Design ethpipe_rx_slots_flat, sky130hd; sources not shown.
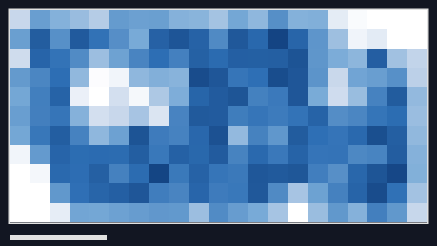
cell_density.png
The bar under the picture is 50 um long. The die is cut into 21 by 11 equal tiles; white is low, dark blue is high, 0 to 100% covered.
The fullest tile reaches 92%. The mean over all tiles is 58%. 30% of the tiles are over 75% full. The emptiest ninth of the die: upper right. 5.6% of the tiles are nearly empty.
fp_density: 46.0%
Post-Route Utilization: 64.1%
Core Region: 21,700 sq um

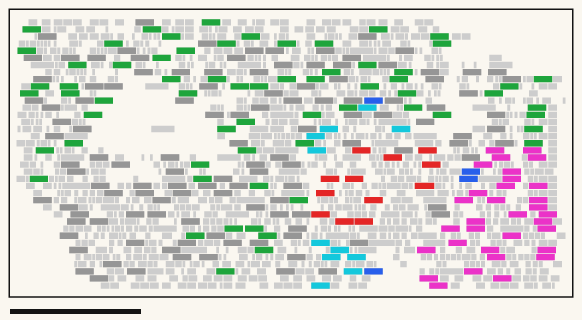
flops_by_reg.png
The bar under the picture is 50 um long.
Key: red = u_core/count_q [flops 12]; blue = u_core/slot_rx_eth.byte_en [flops 4]; cyan = u_core/slot_rx_eth.address [flops 11]; magenta = u_core/slot_rx_eth.data [flops 32]; green = u_core/rx_timestamp [flops 64]
Another 120 sequential cells are not coloured.
flop share of the area: 35.0%
Register Area: 4870 sq um
seq pwr: 3.92 mW

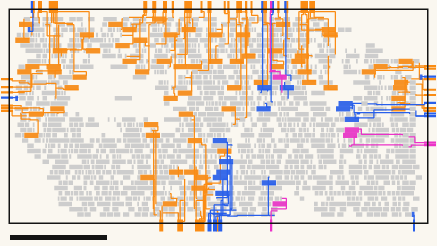
io_fan.png
The bar under the picture is 50 um long.
Key: blue = rx_frame_len [bits 16, direction output, edge 7 bottom, 4 right, 4 top, 1 left, end cells 16, buffers 12, wire 562 um]; magenta = slot_rx_eth_byte_en [bits 4, direction output, edge 2 right, 1 bottom, 1 top, end cells 4, buffers 4, wire 159 um]; orange = rx_timestamp [bits 64, direction output, edge 40 top, 11 bottom, 7 right, 6 left, end cells 64, buffers 64, wire 2,140 um]
Port Buffers: 240
I/O pin cnt: 245

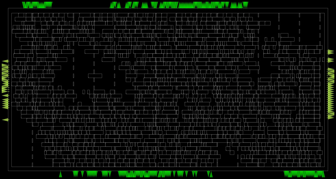
placement.png
non-filler instance count after layout: 1,737
Tap Count: 300
Seq cells: 243

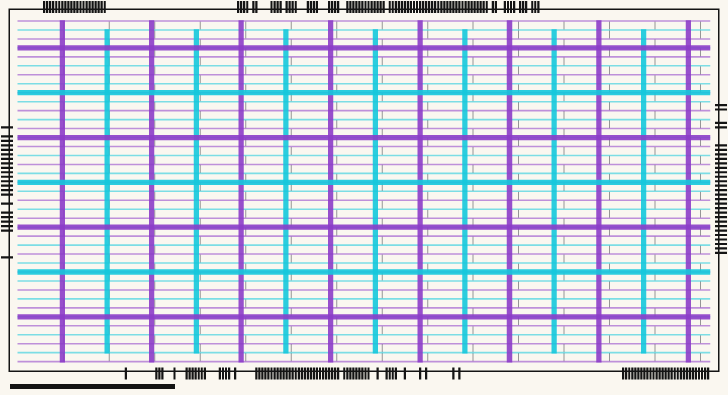
power_grid.png
The bar under the picture is 50 um long. Pins as bars on the die edge. Tap cells in grey.
Key: cyan = VDD; purple = VSS
The core has 38 rows. 15 straps on met4. 39 met1 rails follow the rows. 300 tap cells.
Die X: 215 um
maximum vdd drop: 0.471 mV
die y size: 109 um

==> results.sh <==
# source this file to load flow results
export IMPL_status="finished clean"
export IMPL_cpMaxStageDelayCell="or4bb_4"
export IMPL_gr_usage_all_layers_pct=22.5
export IMPL_async_flop_share_pct=0
export IMPL_vias=8902
export IMPL_placed_area_sq_um=13000
export IMPL_dpl_hpwl_um=19100
export IMPL_area_leaders="dfxtp_1 (49%), nand2_1 (13%), a21boi_0 (9.6%)"
export IMPL_hold_slack_ps=218
export IMPL_clock_fmax_mhz=420
export IMPL_post_place_ws_ps=-140
export IMPL_top_layer_used="met4"
export IMPL_cts_sinks=243
export IMPL_gp_congestion=0.832
export IMPL_grt_ovfl_total=0
export IMPL_synth_top_area_share_pct=48.6
export IMPL_grt_pass1_vias=8499
export IMPL_worst_clock_skew_ps=14.6
export IMPL_synth_avg_cell_area_sq_um=8.51
export IMPL_top_area_cell="dfxtp_1"
export IMPL_drt_iter0_markers=652
export IMPL_hp_class="primary input to flip-flop"
export IMPL_arrival_ps=2780
export IMPL_fin_crit_sh_pct=96.5
export IMPL_common_cells="nand2_1 (345), dfxtp_1 (243), a21boi_0 (128)"
export IMPL_drive_gt1_share_pct=9.12
export IMPL_crit_type="flip-flop to flip-flop"
export IMPL_setup_worst_path_start_class="flip-flop"
export IMPL_synth_area_sq_um=10000
export IMPL_final_cell_area_sq_um=13900
export IMPL_cts_max_level=1
export IMPL_required_ps=2870
export IMPL_core_rowCount=38
export IMPL_p_per_area_nw_per_um2=568
export IMPL_rsz0062_at_grt="yes"
export IMPL_ys_flops=243
export IMPL_first_pass_iters=5
export IMPL_fin_ws_ps=86.7
export IMPL_reg2reg_depth=11
export IMPL_slew_headroom_pct=58.8
export IMPL_final_nets=1514
export IMPL_drc=0
export IMPL_postSynthCellCount=1175
export IMPL_crit_path_end_kind="flip-flop"
export IMPL_clock_latency_ps=510
export IMPL_clkSlewWorstSetupHoldPaths_ps=70
export IMPL_grt_pass1_wl_um=43300
export IMPL_synth_stat_cells=1175
export IMPL_ys_types=53
export IMPL_cap_violations=0
stage by stage:
step | instances | TNS, ps | power (mW)
global route | 1737 | 0 | 8.17
CTS | 1736 | 0 | 7.98
global placement | 1692 | -1010 | 4.32
floorplan | 1178 | 0 | 4.14
detailed placement | 1692 | -1330 | 4.32
finish | 1737 | 0 | 7.90
cell usage in the layout (no fill, tap or decap), types with 23 or more instances in the layout:
cell,Yosys,final
clkbuf_16,0,23
buf_4,4,49
nand3_1,32,29
a21oi_1,31,31
and3_1,33,32
nand2_1,345,345
a21boi_1,42,41
dfxtp_1,243,242
clkdlybuf4s50_1,0,239
a21boi_0,128,128
nor2b_1,33,32
power breakdown:
part / switching (mW) / total [mW] / internal, mW / leakage [nW]
registers: 0.00325 / 3.92 / 3.92 / 1.96
clock network: 1.50 / 3.66 / 2.17 / 0.384
logic: 0.125 / 0.312 / 0.187 / 2.46
total: 1.62 / 7.90 / 6.27 / 4.80
final cells by class:
type                    count  share of cell area (%)
clock buffers              30                    4.68
clock inverters             9                   0.908
inverters                  19                   0.512
multi-input cells         837                    34.9
flip-flops and latches    243                    35.0
well taps                 300                    2.70
repair buffers            299                    21.4
critical path: cells and delay by family (launching register included):
kind                     cells  cell delay [ps]
adder cells (fa/ha/maj)      1              140
AND-OR/OR-AND                2              410
flip-flops                   1              320
buffers and inverters        4              470
XOR/XNOR                     1              140
AND/OR/NAND/NOR              3              780
per-layer routing:
layer  up-vias  GRT usage (%)
met4         0           7.14
met3        61           3.87
met2       183           39.6
met5         -              0
li1       4397              -
met1      4261           28.5
timing repair:
action                                  CTS  global route
setup buffers                             4             1
endpoints found under the setup margin   16           102
resized                                   4            22
hold buffers                              0             0
pin swaps                                 1             6
cloned                                    1             0
cell families (layout without fill, tap and decap cells):
group | count (synthesis) | in the layout | share of synthesized area [%]
AND-OR/OR-AND | 239 | 239 | 17.1
XOR/XNOR | 26 | 26 | 2.28
adder cells (fa/ha/maj) | 13 | 13 | 1.63
buffers and inverters | 98 | 357 | 4.03
flip-flops | 243 | 243 | 48.6
multiplexers | 5 | 5 | 0.625
other | 1 | 4 | 0.0375
AND/OR/NAND/NOR | 550 | 550 | 25.7
No activity file was given, so power comes from the tool's default toggle rates.
